===== src/rtl/decode_stage_pipe_pkg.sv =====
// LC-3b decode types: control word, ID/EX bundle, opcode decoder and source-usage helpers.
package lc3b_types;

    typedef logic [15:0] lc3b_word;
    typedef logic [2:0]  lc3b_reg;

    localparam lc3b_reg LC3B_LINK_REG = 3'd7;

    typedef enum logic [3:0] {
        OP_BR  = 4'h0, OP_ADD = 4'h1, OP_LDB = 4'h2, OP_STB  = 4'h3,
        OP_JSR = 4'h4, OP_AND = 4'h5, OP_LDR = 4'h6, OP_STR  = 4'h7,
        OP_RTI = 4'h8, OP_NOT = 4'h9, OP_LDI = 4'ha, OP_STI  = 4'hb,
        OP_JMP = 4'hc, OP_SHF = 4'hd, OP_LEA = 4'he, OP_TRAP = 4'hf
    } lc3b_opcode;

    typedef enum logic [2:0] {
        ALUMUX_ZERO, ALUMUX_ADJ6, ALUMUX_SEXT5, ALUMUX_SEXT6, ALUMUX_ZEXT4
    } lc3b_alumux_sel;

    typedef struct packed {
        lc3b_opcode     opcode;
        lc3b_alumux_sel alumux_sel;
        logic           adjmux_sel;    // 0: adj9, 1: adj11
        logic           storemux_sel;  // store data comes from IR[11:9]
        logic           load_regfile;
        logic           load_cc;
        logic           mem_read;
        logic           mem_write;
        logic           mem_byte;
        logic           indirect;
    } lc3b_control_word;

    typedef struct packed {
        lc3b_control_word ctrl;
        lc3b_word         pc;
        lc3b_word         sr1;
        lc3b_word         sr2;
        lc3b_word         imm;
        lc3b_word         adj;
        lc3b_word         trap;
        lc3b_reg          dest;
    } decode_ex_bundle;

    // JSR is listed because JSRR reads BaseR; the caller masks it by IR[11].
    function automatic logic uses_sr1(lc3b_opcode op);
        case (op)
            OP_ADD, OP_AND, OP_NOT, OP_LDB, OP_LDR, OP_LDI,
            OP_STB, OP_STR, OP_STI, OP_JMP, OP_SHF, OP_JSR: return 1'b1;
            default: return 1'b0;
        endcase
    endfunction

    // ADD/AND only read SR2 in register mode; the caller masks it by IR[5].
    function automatic logic uses_sr2(lc3b_opcode op);
        case (op)
            OP_ADD, OP_AND, OP_STB, OP_STR, OP_STI: return 1'b1;
            default: return 1'b0;
        endcase
    endfunction

    function automatic lc3b_control_word decode_ctrl(lc3b_word ir);
        lc3b_control_word c;
        c        = '0;
        c.opcode = lc3b_opcode'(ir[15:12]);
        case (c.opcode)
            OP_ADD, OP_AND: begin
                c.load_regfile = 1'b1;
                c.load_cc      = 1'b1;
                c.alumux_sel   = ir[5] ? ALUMUX_SEXT5 : ALUMUX_ZERO;
            end
            OP_NOT: begin
                c.load_regfile = 1'b1;
                c.load_cc      = 1'b1;
            end
            OP_SHF: begin
                c.load_regfile = 1'b1;
                c.load_cc      = 1'b1;
                c.alumux_sel   = ALUMUX_ZEXT4;
            end
            OP_LDB: begin
                c.load_regfile = 1'b1;
                c.load_cc      = 1'b1;
                c.mem_read     = 1'b1;
                c.mem_byte     = 1'b1;
                c.alumux_sel   = ALUMUX_SEXT6;
            end
            OP_LDR, OP_LDI: begin
                c.load_regfile = 1'b1;
                c.load_cc      = 1'b1;
                c.mem_read     = 1'b1;
                c.indirect     = (c.opcode == OP_LDI);
                c.alumux_sel   = ALUMUX_ADJ6;
            end
            OP_STB: begin
                c.storemux_sel = 1'b1;
                c.mem_write    = 1'b1;
                c.mem_byte     = 1'b1;
                c.alumux_sel   = ALUMUX_SEXT6;
            end
            OP_STR, OP_STI: begin
                c.storemux_sel = 1'b1;
                c.mem_write    = 1'b1;
                c.indirect     = (c.opcode == OP_STI);
                c.alumux_sel   = ALUMUX_ADJ6;
            end
            OP_LEA:  c.load_regfile = 1'b1;
            OP_JSR: begin
                c.load_regfile = 1'b1;
                c.adjmux_sel   = 1'b1;
            end
            OP_TRAP: c.load_regfile = 1'b1;
            default: ;
        endcase
        return c;
    endfunction

endpackage


===== src/rtl/decode_stage_pipe_if.sv =====
// Decode-stage port bundle: IF/ID input handshake, ID/EX output handshake, flush and write-back.
interface decode_stage_pipe_if #(
    parameter int WIDTH = 16,
    parameter int RW    = 3
);
    import lc3b_types::*;

    logic                   in_valid;
    logic                   in_ready;
    logic [WIDTH-1:0]       in_instr;
    logic [WIDTH-1:0]       in_pc;
    logic                   flush;
    logic                   out_valid;
    logic                   out_ready;
    lc3b_control_word       out_ctrl;
    logic [WIDTH-1:0]       out_pc;
    logic [WIDTH-1:0]       out_sr1;
    logic [WIDTH-1:0]       out_sr2;
    logic [WIDTH-1:0]       out_imm;
    logic [WIDTH-1:0]       out_adj;
    logic [WIDTH-1:0]       out_trap;
    logic [RW-1:0]          out_dest;
    logic                   wb_valid;
    logic                   wb_we;
    logic [RW-1:0]          wb_dest;
    logic [WIDTH-1:0]       wb_data;

    modport master (
        output in_valid, in_instr, in_pc, flush, out_ready,
               wb_valid, wb_we, wb_dest, wb_data,
        input  in_ready, out_valid, out_ctrl, out_pc, out_sr1, out_sr2,
               out_imm, out_adj, out_trap, out_dest
    );

    modport slave (
        input  in_valid, in_instr, in_pc, flush, out_ready,
               wb_valid, wb_we, wb_dest, wb_data,
        output in_ready, out_valid, out_ctrl, out_pc, out_sr1, out_sr2,
               out_imm, out_adj, out_trap, out_dest
    );

endinterface


===== src/rtl/decode_stage_pipe_scoreboard.sv =====
// Per-register in-flight write counters: issue increments, retire and flush-kill decrement (netted).
module decode_scoreboard #(
    parameter int  NREGS = 8,
    parameter int  CNT_W = 2,
    localparam int RW    = $clog2(NREGS)
) (
    input  logic                         clk,
    input  logic                         reset,
    input  logic                         issue,
    input  logic [RW-1:0]                issue_reg,
    input  logic                         retire,
    input  logic [RW-1:0]                retire_reg,
    input  logic                         kill,
    input  logic [RW-1:0]                kill_reg,
    output logic [NREGS-1:0][CNT_W-1:0]  cnt,
    output logic [NREGS-1:0]             pending
);

    logic [NREGS-1:0][CNT_W:0] up;
    logic [NREGS-1:0][1:0]     dn;
    logic [NREGS-1:0]          underflow;

    always_comb begin
        up        = '0;
        dn        = '0;
        underflow = '0;
        pending   = '0;
        for (int i = 0; i < NREGS; i++) begin
            up[i]        = {1'b0, cnt[i]} + (CNT_W+1)'(issue && issue_reg == RW'(i));
            dn[i]        = 2'(retire && retire_reg == RW'(i)) + 2'(kill && kill_reg == RW'(i));
            underflow[i] = up[i] < (CNT_W+1)'(dn[i]);
            pending[i]   = cnt[i] != '0;
        end
    end

    // Over-retiring is a protocol error upstream; the counter floors at zero.
    always_ff @(posedge clk) begin
        if (reset) begin
            cnt <= '0;
        end else begin
            for (int i = 0; i < NREGS; i++)
                cnt[i] <= underflow[i] ? '0 : CNT_W'(up[i] - (CNT_W+1)'(dn[i]));
            assert (underflow == '0);
        end
    end

endmodule


===== src/rtl/decode_stage_pipe.sv =====
// LC-3b decode stage with registered ID/EX bundle, regfile and RAW/WAW scoreboard.
// Define DECODE_WB_BYPASS_EN to forward a same-cycle write-back into the operands instead of stalling.
module decode_stage_pipe
    import lc3b_types::*;
#(
    parameter int  WIDTH = 16,
    parameter int  NREGS = 8,
    parameter int  CNT_W = 2,
    localparam int RW    = $clog2(NREGS)
) (
    input  logic                clk,
    input  logic                reset,
    decode_stage_pipe_if.slave  bus
);

    lc3b_word                    ir;
    lc3b_control_word            ctrl;
    lc3b_opcode                  op;
    lc3b_reg                     sr1, sr2, dest;
    logic                        sr1_used, sr2_used;
    logic                        fwd1, fwd2;
    logic                        hazard, accept, kill;
    logic [NREGS-1:0][CNT_W-1:0] sb_cnt;
    logic [NREGS-1:0]            sb_pending;
    lc3b_word                    regs [NREGS];
    decode_ex_bundle             nxt, out_q;
    logic                        out_vld;

    assign ir   = lc3b_word'(bus.in_instr);
    assign ctrl = decode_ctrl(ir);
    assign op   = ctrl.opcode;
    assign sr1  = ir[8:6];
    assign sr2  = ctrl.storemux_sel ? ir[11:9] : ir[2:0];
    assign dest = (op == OP_JSR || op == OP_TRAP) ? LC3B_LINK_REG : ir[11:9];

    assign sr1_used = uses_sr1(op) && !(op == OP_JSR && ir[11]);
    assign sr2_used = uses_sr2(op) && !((op == OP_ADD || op == OP_AND) && ir[5]);

`ifdef DECODE_WB_BYPASS_EN
    // Only the last outstanding write may be forwarded; older ones would leave a stale winner.
    logic wb_write;
    assign wb_write = bus.wb_valid && bus.wb_we;
    assign fwd1 = wb_write && bus.wb_dest == sr1 && sb_cnt[sr1] == CNT_W'(1);
    assign fwd2 = wb_write && bus.wb_dest == sr2 && sb_cnt[sr2] == CNT_W'(1);
`else
    assign fwd1 = 1'b0;
    assign fwd2 = 1'b0;
`endif

    assign hazard = (sr1_used && sb_pending[sr1] && !fwd1)
                 || (sr2_used && sb_pending[sr2] && !fwd2)
                 || (ctrl.load_regfile && sb_cnt[dest] == '1);

    assign bus.in_ready = !reset && !bus.flush && !hazard && (!out_vld || bus.out_ready);
    assign accept       = bus.in_valid && bus.in_ready;
    assign kill         = bus.flush && out_vld && out_q.ctrl.load_regfile;

    decode_scoreboard #(.NREGS(NREGS), .CNT_W(CNT_W)) u_sb (
        .clk        (clk),
        .reset      (reset),
        .issue      (accept && ctrl.load_regfile),
        .issue_reg  (dest),
        .retire     (bus.wb_valid),
        .retire_reg (bus.wb_dest),
        .kill       (kill),
        .kill_reg   (out_q.dest),
        .cnt        (sb_cnt),
        .pending    (sb_pending)
    );

    always_ff @(posedge clk) begin
        if (reset) begin
            for (int i = 0; i < NREGS; i++) regs[i] <= '0;
        end else if (bus.wb_valid && bus.wb_we) begin
            regs[bus.wb_dest] <= lc3b_word'(bus.wb_data);
        end
    end

    always_comb begin
        nxt      = '0;
        nxt.ctrl = ctrl;
        nxt.pc   = lc3b_word'(bus.in_pc);
        nxt.sr1  = fwd1 ? lc3b_word'(bus.wb_data) : regs[sr1];
        nxt.sr2  = fwd2 ? lc3b_word'(bus.wb_data) : regs[sr2];
        case (ctrl.alumux_sel)
            ALUMUX_ADJ6:  nxt.imm = {{9{ir[5]}}, ir[5:0], 1'b0};
            ALUMUX_SEXT5: nxt.imm = {{11{ir[4]}}, ir[4:0]};
            ALUMUX_SEXT6: nxt.imm = {{10{ir[5]}}, ir[5:0]};
            ALUMUX_ZEXT4: nxt.imm = {12'b0, ir[3:0]};
            default:      nxt.imm = '0;
        endcase
        nxt.adj  = ctrl.adjmux_sel ? {{4{ir[10]}}, ir[10:0], 1'b0}
                                   : {{6{ir[8]}}, ir[8:0], 1'b0};
        nxt.trap = {7'b0, ir[7:0], 1'b0};
        nxt.dest = dest;
    end

    // Bundle only changes on accept, so it is stable across an out_ready stall.
    always_ff @(posedge clk) begin
        if (reset) begin
            out_vld <= 1'b0;
            out_q   <= '0;
        end else if (bus.flush) begin
            out_vld <= 1'b0;
        end else if (accept) begin
            out_vld <= 1'b1;
            out_q   <= nxt;
        end else if (bus.out_ready) begin
            out_vld <= 1'b0;
        end
    end

    assign bus.out_valid = out_vld;
    assign bus.out_ctrl  = out_q.ctrl;
    assign bus.out_pc    = WIDTH'(out_q.pc);
    assign bus.out_sr1   = WIDTH'(out_q.sr1);
    assign bus.out_sr2   = WIDTH'(out_q.sr2);
    assign bus.out_imm   = WIDTH'(out_q.imm);
    assign bus.out_adj   = WIDTH'(out_q.adj);
    assign bus.out_trap  = WIDTH'(out_q.trap);
    assign bus.out_dest  = RW'(out_q.dest);

endmodule


===== src/flat_wrapper.sv =====
// flat-port wrapper written by rule: the top's interface ports become plain ports
module decode_stage_pipe_flat import lc3b_types::*;
#(
    parameter int  WIDTH = 16,
    parameter int  NREGS = 8,
    parameter int  CNT_W = 2,
    localparam int RW    = $clog2(NREGS)
)
  (clk, reset, bus_in_valid, bus_in_instr, bus_in_pc, bus_flush, bus_out_ready, bus_wb_valid, bus_wb_we, bus_wb_dest, bus_wb_data, bus_in_ready, bus_out_valid, bus_out_ctrl, bus_out_pc, bus_out_sr1, bus_out_sr2, bus_out_imm, bus_out_adj, bus_out_trap, bus_out_dest);
  decode_stage_pipe_if #(.WIDTH(WIDTH), .RW(3)) bus_i ();
  input  logic clk;
  input  logic reset;
  input wire logic [$bits(bus_i.in_valid)-1:0] bus_in_valid;
  input wire logic [$bits(bus_i.in_instr)-1:0] bus_in_instr;
  input wire logic [$bits(bus_i.in_pc)-1:0] bus_in_pc;
  input wire logic [$bits(bus_i.flush)-1:0] bus_flush;
  input wire logic [$bits(bus_i.out_ready)-1:0] bus_out_ready;
  input wire logic [$bits(bus_i.wb_valid)-1:0] bus_wb_valid;
  input wire logic [$bits(bus_i.wb_we)-1:0] bus_wb_we;
  input wire logic [$bits(bus_i.wb_dest)-1:0] bus_wb_dest;
  input wire logic [$bits(bus_i.wb_data)-1:0] bus_wb_data;
  output wire logic [$bits(bus_i.in_ready)-1:0] bus_in_ready;
  output wire logic [$bits(bus_i.out_valid)-1:0] bus_out_valid;
  output wire logic [$bits(bus_i.out_ctrl)-1:0] bus_out_ctrl;
  output wire logic [$bits(bus_i.out_pc)-1:0] bus_out_pc;
  output wire logic [$bits(bus_i.out_sr1)-1:0] bus_out_sr1;
  output wire logic [$bits(bus_i.out_sr2)-1:0] bus_out_sr2;
  output wire logic [$bits(bus_i.out_imm)-1:0] bus_out_imm;
  output wire logic [$bits(bus_i.out_adj)-1:0] bus_out_adj;
  output wire logic [$bits(bus_i.out_trap)-1:0] bus_out_trap;
  output wire logic [$bits(bus_i.out_dest)-1:0] bus_out_dest;
  assign bus_i.in_valid = bus_in_valid;
  assign bus_i.in_instr = bus_in_instr;
  assign bus_i.in_pc = bus_in_pc;
  assign bus_i.flush = bus_flush;
  assign bus_i.out_ready = bus_out_ready;
  assign bus_i.wb_valid = bus_wb_valid;
  assign bus_i.wb_we = bus_wb_we;
  assign bus_i.wb_dest = bus_wb_dest;
  assign bus_i.wb_data = bus_wb_data;
  assign bus_in_ready = bus_i.in_ready;
  assign bus_out_valid = bus_i.out_valid;
  assign bus_out_ctrl = bus_i.out_ctrl;
  assign bus_out_pc = bus_i.out_pc;
  assign bus_out_sr1 = bus_i.out_sr1;
  assign bus_out_sr2 = bus_i.out_sr2;
  assign bus_out_imm = bus_i.out_imm;
  assign bus_out_adj = bus_i.out_adj;
  assign bus_out_trap = bus_i.out_trap;
  assign bus_out_dest = bus_i.out_dest;
  decode_stage_pipe #(.WIDTH(WIDTH), .NREGS(NREGS), .CNT_W(CNT_W)) u_core (.clk(clk), .reset(reset), .bus(bus_i));
endmodule

===== config.mk =====
export PLATFORM = sky130hd
export DESIGN_NAME = decode_stage_pipe_flat
export DESIGN_NICKNAME = d
export VERILOG_FILES = /design/src/rtl/decode_stage_pipe_pkg.sv /design/src/rtl/decode_stage_pipe_if.sv /design/src/rtl/decode_stage_pipe_scoreboard.sv /design/src/rtl/decode_stage_pipe.sv /design/src/flat_wrapper.sv
export SDC_FILE = /design/constraint.sdc
export NUM_CORES = 1
export LEC_CHECK = 0
export CORE_ASPECT_RATIO = 1.25
export CORE_MARGIN = 2
export CORE_UTILIZATION = 30
export CTS_CLUSTER_SIZE = 30
export DETAILED_ROUTE_END_ITERATION = 6
export PLACE_DENSITY = 0.53
export SYNTH_ARGS = -nofsm -noshare
export SYNTH_HDL_FRONTEND = slang
export SYNTH_SLANG_ARGS = --single-unit

===== constraint.sdc =====
create_clock -name clk -period 4.09 [get_ports clk]
set_input_delay 1.0225 -clock clk [delete_from_list [all_inputs] [get_ports clk]]
set_output_delay 1.0225 -clock clk [all_outputs]
set_load 0.02 [all_outputs]

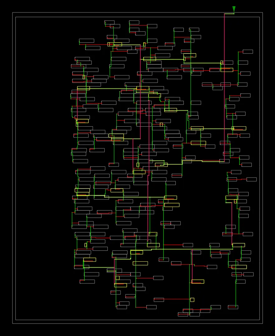
run_1/final_clocks.png
Power Clock: 2.41 mW
clock tree sinks: 228

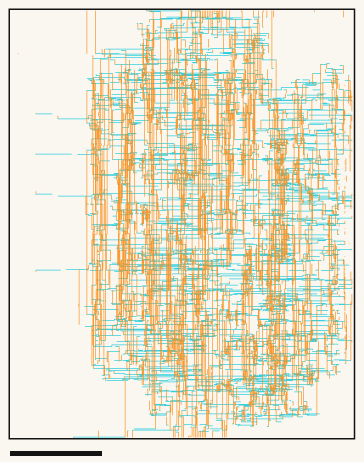
run_1/metal_stack.png
Scale bar: 50 µm. Only two layers are drawn.
- met2: orange (wire length 19300 µm)
- met1: cyan (wire length 13600 µm)

==> flow_summary.json, run 1 <==
{
  "outcome": "complete, no violations",
  "grt.busiest_layer": "met2",
  "p_int_mw": 4.37,
  "n_all_buffers": 241,
  "gp_congestion": 0.855,
  "dp.cells": 1780,
  "post-place-ws_ns": -0.625,
  "seq_area_share_pct": 37.0,
  "chipArea_mm2": 0.0432,
  "cp_cell_sequence": "dlygate4sd2_1 -> a21bo_4 -> nor2_4 -> mux2_4 -> a211oi_2 -> a311oi_2 -> o31ai_2 -> inv_1 -> buf_4",
  "aoi_share_pct": 4.03,
  "cp_slowest_stage_delay_ns": 0.36,
  "fin_crit_ns": 3.95,
  "firstDrtPassIters": 5,
  "min_delay_path_depth": 2,
  "postSynthCellCount": 1075,
  "fin_ws_ns": 0.137,
  "timing.rr.start": "u_core.u_sb.cnt[1]",
  "antennaDiodeCount": 0,
  "top_cell": "and2_1",
  "drv_slew": 0,
  "cp-start-kind": "input pin",
  "clock_cell_area_share_pct": 5.42,
  "clk_latency_ns": 0.55,
  "antenna_found_initial": 3,
  "slew_headroom_pct": 43.2,
  "slowest_stage": "o31ai_2",
  "ys.flops": 228,
  "static-leakage-power_nw": 6.20,
  "nWellTaps": 552,
  "fin_tns_setup_ns": 0,
  "use_met3_pct": 3.28,
  "nonClkBufAreaFrac_pct": 14.3,
  "whs_endpoint": "u_core.bus.out_ctrl[0]",
  "synth_area_mm2": 0.0125,
  "top_cell_area_share_pct": 30.8,
  "crit_type": "input pin to output port",
  "ys_types": 55,
  "dominant_cells": "combinational gates",
  "min_period_over_period_pct": 96.6,
  "yosys.stat.seqShare_pct": 46.9,
  "fillers": 3962,
  "grt_pass1_wl_um": 54300,
  "logic_family": "multiplexers",
  "async_reset_ff_share_pct": 0,
  "ir_drop_mv": 0.246,
  "core_area_mm2": 0.0410,
  "crit_arrival_ns": 2.93,
  "ys_cells": 1075,
  "drc": 0,
  "seqPwrFrac_pct": 44.6,
  "ctsResizeCount": 17,
  "yosys_area_mm2": 0.0125,
  "ios": 174,
  "power_switching_mw": 1.42,
  "rows": 83,
  "edf_count": 128,
  "area_leaders": "edfxtp_1 31%, dfxtp_1 16%, mux4_2 12%, and2_1 6.5%, mux2i_1 4.4%",
  "yosysTopAreaCell": "edfxtp_1",
  "synthXorXnorAreaFrac_pct": 0.633,
  "htreeDepth": 1,
  "drive_above_1_share_pct": 19.5,
  "finalHoldViolCount": 0,
  "cp.depth": 9,
  "grt_max_degree": 73,
  "crit_path_end_kind": "output port",
  "regMostFlops": "u_core.regs",
  "p_sw_share_pct": 24.6,
  "grt.overflow.total": 0,
  "fp_util_pct": 30.4,
  "largest_reg_flops": 128,
  "path_delay_family": "AND-OR/OR-AND gates",
  "rsz0062_at_grt": "no",
  "pwr-share-comb_pct": 13.8,
  "ctsHoldBuffers": 0,
  "fmax_mhz": 253,
  "use_met1_pct": 18.2,
  "setup_viol": 0,
  "fin_cells": 1825,
  "common_cells": "130 x and2_1, 128 x edfxtp_1, 123 x nand2_1, 100 x dfxtp_1, 68 x nor2_1",
  "p_clk_share_pct": 41.6,
  "syn_to_final_growth_pct": 26.8,
  "r2r_cells": 12,
  "design_area_mm2": 0.0158,
  "lay_top_count": "clkdlybuf4s50_1",
  "seq_area_mm2": 0.00585,
  "die_h_um": 232,
  "worst-path-max-fanout": 6,
  "skew_ns": 0.0139,
  "grt.met2_usage_pct": 32.4,
  "drtIter0Drc": 655,
  "routed.top_layer": "met5",
  "rrSetupSlack_ns": 0.76,
  "cts_setup_buffers": 1,
  "ys_sh_mux_pct": 21.1,
  "grt_usage_pct": 16.8,
  "power_mw": 5.80,
  "die_x_um": 186,
  "final_util_pct": 38.5,
  "vias": 8639,
  "min-delay-start": "u_core.bus.out_ctrl[0]",
  "cts_tree": "built",
  "hold_slack_ns": 0.454,
  "io_buffers": 164,
  "hpwl_um": 24100,
  "antenna_left": 0,
  "hold_path.class": "flip-flop to flip-flop"
}
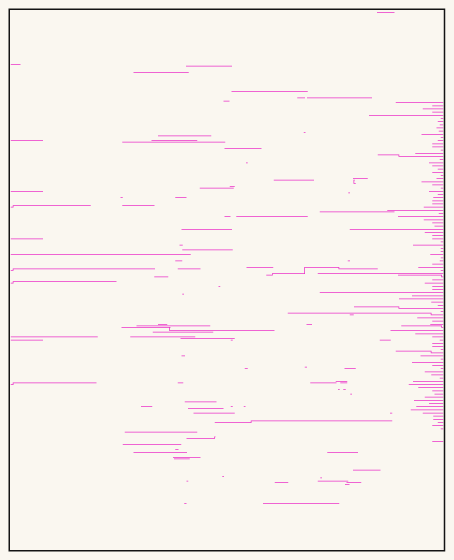
run_1/met3.png
- share of all routed wire: 6.4%
- nets with wire on the layer: 157

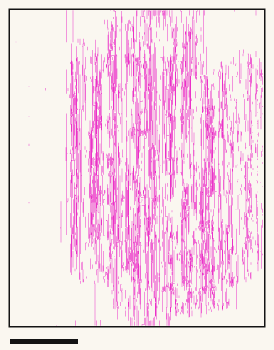
run_1/met2.png
Scale bar: 50 µm.
- share of all routed wire: 54%
- longest straight run: 101 µm
- nets with wire on the layer: 1111
- main direction: vertical

run_1/pdn.png
Scale bar: 50 µm. Pins as bars on the die edge.
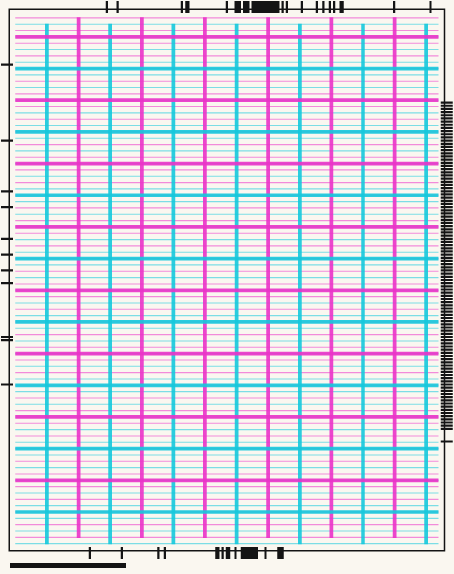

--- run 2 (diff from run 1) ---
CORE_MARGIN = 4   (was 2)
GPL_TIMING_DRIVEN = 0   (was not set)
SKIP_CTS_REPAIR_TIMING = 1   (was not set)
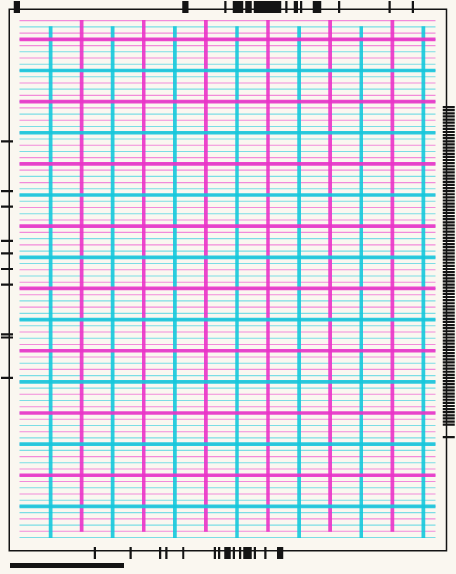
run_2/pdn.png
Scale bar: 50 µm. Pins as bars on the die edge.
- VSS: cyan
- VDD: magenta
- met5 straps: 16
- signal pins: 174

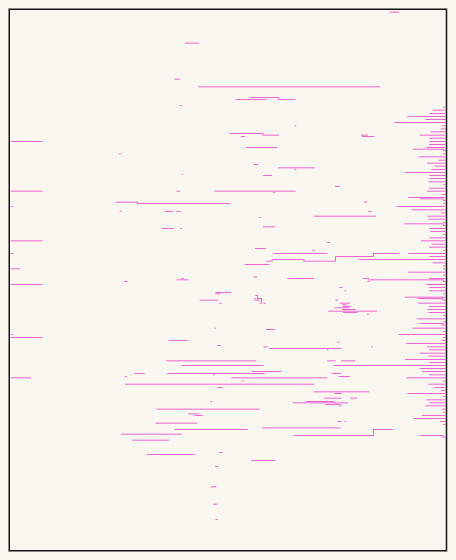
run_2/met3.png
- longest straight run: 82.3 µm
- main direction: horizontal

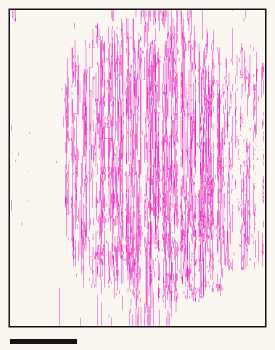
run_2/met2.png
Scale bar: 50 µm.
- main direction: vertical
- wire length on this layer: 21.9 mm

==> run 2 against run 1 <==
  * Clock power decreased by 4%
  * Sequential power about the same
  * Critical path depth unchanged
  * Die area increased by 3.9%
  * Largest cell class unchanged
  * Cell count increased by 1.9%
  * Design area increased by 1.2%
  * Flip-flop count unchanged
  * First-iteration DRC count decreased by 1.1%
  * Synthesized cell count unchanged
  * Highest routed layer is now met4
==> flow_summary.json, run 2 <==
{
  "hold_path.class": "flip-flop to flip-flop",
  "grt_pass1_wl_um": 60000,
  "hold_slack_ns": 0.460,
  "use_met1_pct": 19.9,
  "setup_viol": 0,
  "antenna_left": 0,
  "postSynthCellCount": 1075,
  "htreeDepth": 1,
  "largest_reg_flops": 128,
  "cp_slowest_stage_delay_ns": 0.58,
  "ys_sh_mux_pct": 21.1,
  "grt.busiest_layer": "met2",
  "power_switching_mw": 1.52,
  "fin_crit_ns": 4.01,
  "cp.depth": 9,
  "finalHoldViolCount": 0,
  "outcome": "complete, no violations",
  "clock_cell_area_share_pct": 5.13,
  "ys_types": 55,
  "grt_max_degree": 17,
  "pwr-share-comb_pct": 15.0,
  "drtIter0Drc": 648,
  "ys.flops": 228,
  "slew_headroom_pct": 20.6,
  "drc": 0,
  "p_clk_mw": 2.31,
  "cts_tree": "built",
  "edf_count": 128,
  "skew_ns": 0.0164,
  "p_int_mw": 4.24,
  "grt.overflow.total": 0,
  "static-leakage-power_nw": 6.24,
  "top_cell": "and2_1",
  "slowest_stage": "clkdlybuf4s50_1",
  "cp-start-kind": "input pin",
  "power_mw": 5.76,
  "yosys.stat.seqShare_pct": 46.9,
  "path_delay_family": "buffers and inverters",
  "grt.met2_usage_pct": 33.7,
  "cp_cell_sequence": "clkdlybuf4s50_1 -> buf_8 -> mux4_2 -> mux2_2 -> a221oi_4 -> nor2_2 -> o31ai_4 -> inv_1 -> clkbuf_2",
  "syn_to_final_growth_pct": 28.3,
  "chipArea_mm2": 0.0449,
  "vias": 8807,
  "rrSetupSlack_ns": 0.79,
  "drive_above_1_share_pct": 19.8,
  "grt_usage_pct": 17.8,
  "timing.rr.start": "u_core.u_sb.cnt[11]",
  "firstDrtPassIters": 5,
  "r2r_cells": 13,
  "fin_cells": 1859,
  "synth_area_mm2": 0.0125,
  "routed.top_layer": "met4",
  "area_leaders": "edfxtp_1 31%, dfxtp_1 16%, mux4_2 12%, and2_1 6.5%, mux2i_1 4.4%",
  "antennaDiodeCount": 1,
  "fin_ws_ns": 0.0795,
  "common_cells": "130 x and2_1, 128 x edfxtp_1, 123 x nand2_1, 100 x dfxtp_1, 68 x nor2_1",
  "ys_cells": 1075,
  "min-delay-start": "u_core.bus.out_pc[0]",
  "fin_tns_setup_ns": 0,
  "crit_arrival_ns": 2.99,
  "ios": 174,
  "min_period_over_period_pct": 98.1,
  "logic_family": "multiplexers",
  "clock-sinks": 228,
  "worst-path-max-fanout": 5,
  "dominant_cells": "combinational gates",
  "nWellTaps": 552,
  "hpwl_um": 30700,
  "lay_top_count": "clkdlybuf4s50_1",
  "fillers": 3992,
  "drv_slew": 0,
  "clk_latency_ns": 0.55,
  "yosys_area_mm2": 0.0125,
  "seq_area_share_pct": 36.6,
  "yosysTopAreaCell": "edfxtp_1",
  "aoi_share_pct": 4.03,
  "seqPwrFrac_pct": 45.0,
  "dp.cells": 1799,
  "io_buffers": 158
}
--- run 3 (diff from run 2) ---
CORE_MARGIN = 3   (was 4)
SKIP_LAST_GASP = 1   (was not set)
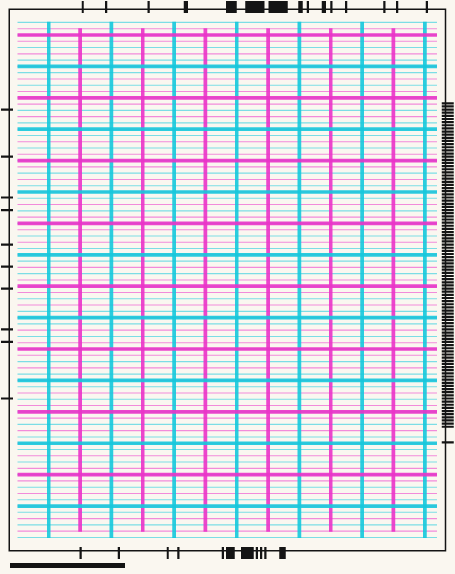
run_3/pdn.png
Scale bar: 50 µm. Pins as bars on the die edge.
- VDD: magenta
- VSS: cyan
- signal pins: 174
- rows: 82
- met1 rails: 83

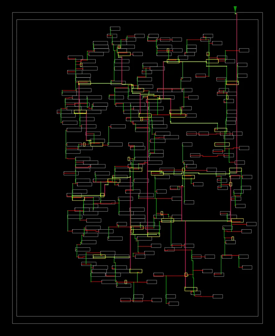
run_3/final_clocks.png
clk_lat worst skew: 0.54 ns
seq_cells: 228
total CTS buffers: 25
Clock Skew: 0.0224 ns

==> run 3 against run 2 <==
  * First-iteration DRC count down 3.4%
  * Via count up 2.4%
  * Maximum frequency down 0.38%
  * Setup slack worse by 0.015 ns
  * Critical endpoint unchanged
  * Total power down 2.2%
  * Count of clock-buffer cells in the layout down 1
  * Combinational power down 0.6%
  * Critical path depth unchanged
  * Clock skew up 0.0060 ns
  * Design area down 0.82%
  * Cell count down 0.70%
  * Core utilization up 0.15 points
==> flow_summary.json, run 3 <==
{
  "whs_endpoint": "u_core.bus.out_pc[1]",
  "nonClkBufAreaFrac_pct": 14.5,
  "worst-path-max-fanout": 4,
  "crit_type": "input pin to output port",
  "fin_tns_setup_ns": 0,
  "pwr-share-comb_pct": 15.2,
  "ys_cells": 1075,
  "ios": 174,
  "hold_slack_ns": 0.457,
  "cp_cell_sequence": "clkdlybuf4s50_1 -> buf_8 -> mux4_2 -> mux2_2 -> a221oi_2 -> nor2_1 -> o31ai_4 -> inv_1 -> clkbuf_2",
  "area_leaders": "edfxtp_1 31%, dfxtp_1 16%, mux4_2 12%, and2_1 6.5%, mux2i_1 4.4%",
  "rrSetupSlack_ns": 0.78,
  "largest_reg_flops": 128,
  "ys_sh_mux_pct": 21.1,
  "antennaDiodeCount": 1,
  "use_met1_pct": 20.1,
  "post-place-ws_ns": -1.49,
  "edf_count": 128,
  "outcome": "complete, no violations",
  "ys_types": 55,
  "vias": 9016,
  "seq_area_share_pct": 36.9,
  "fin_crit_ns": 4.03,
  "synthXorXnorAreaFrac_pct": 0.633,
  "path_delay_family": "buffers and inverters",
  "p_clk_mw": 2.18,
  "grt.met2_usage_pct": 35.6,
  "drc": 0,
  "slew_headroom_pct": 10.2,
  "cp.depth": 9,
  "n_all_buffers": 267,
  "logic_family": "multiplexers",
  "die_h_um": 234,
  "finalHoldViolCount": 0,
  "die_x_um": 188,
  "routed.top_layer": "met5",
  "grt_pass1_wl_um": 59900,
  "chipArea_mm2": 0.0440,
  "core_area_mm2": 0.0405,
  "clock_cell_area_share_pct": 4.79,
  "ys.flops": 228,
  "p_sw_share_pct": 26.2,
  "nWellTaps": 546,
  "top_cell_area_share_pct": 30.8,
  "clock-sinks": 228,
  "drtIter0Drc": 626,
  "hpwl_um": 30700,
  "antenna_found_initial": 1,
  "syn_to_final_growth_pct": 27.3,
  "dp.cells": 1793,
  "io_buffers": 158,
  "fmax_mhz": 248,
  "top_cell": "and2_1",
  "setup_viol": 0,
  "timing.rr.start": "u_core.u_sb.cnt[3]",
  "min_period_over_period_pct": 98.4,
  "cts_tree": "built",
  "drv_slew": 0,
  "hold_path.class": "flip-flop to flip-flop",
  "grt_usage_pct": 18.3,
  "p_clk_share_pct": 38.8,
  "static-leakage-power_nw": 6.19,
  "crit_arrival_ns": 3.00,
  "rows": 82,
  "yosysTopAreaCell": "edfxtp_1",
  "dominant_cells": "combinational gates",
  "grt_max_degree": 17,
  "gp_congestion": 0.827,
  "yosys_area_mm2": 0.0125,
  "common_cells": "130 x and2_1, 128 x edfxtp_1, 123 x nand2_1, 100 x dfxtp_1, 68 x nor2_1",
  "async_reset_ff_share_pct": 0
}
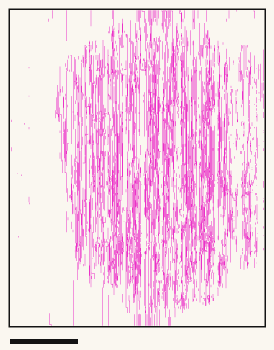
run_3/met2.png
Scale bar: 50 µm.
- share of all routed wire: 54%
- nets with wire on the layer: 1157

Power is estimated from default activity; no workload was simulated.
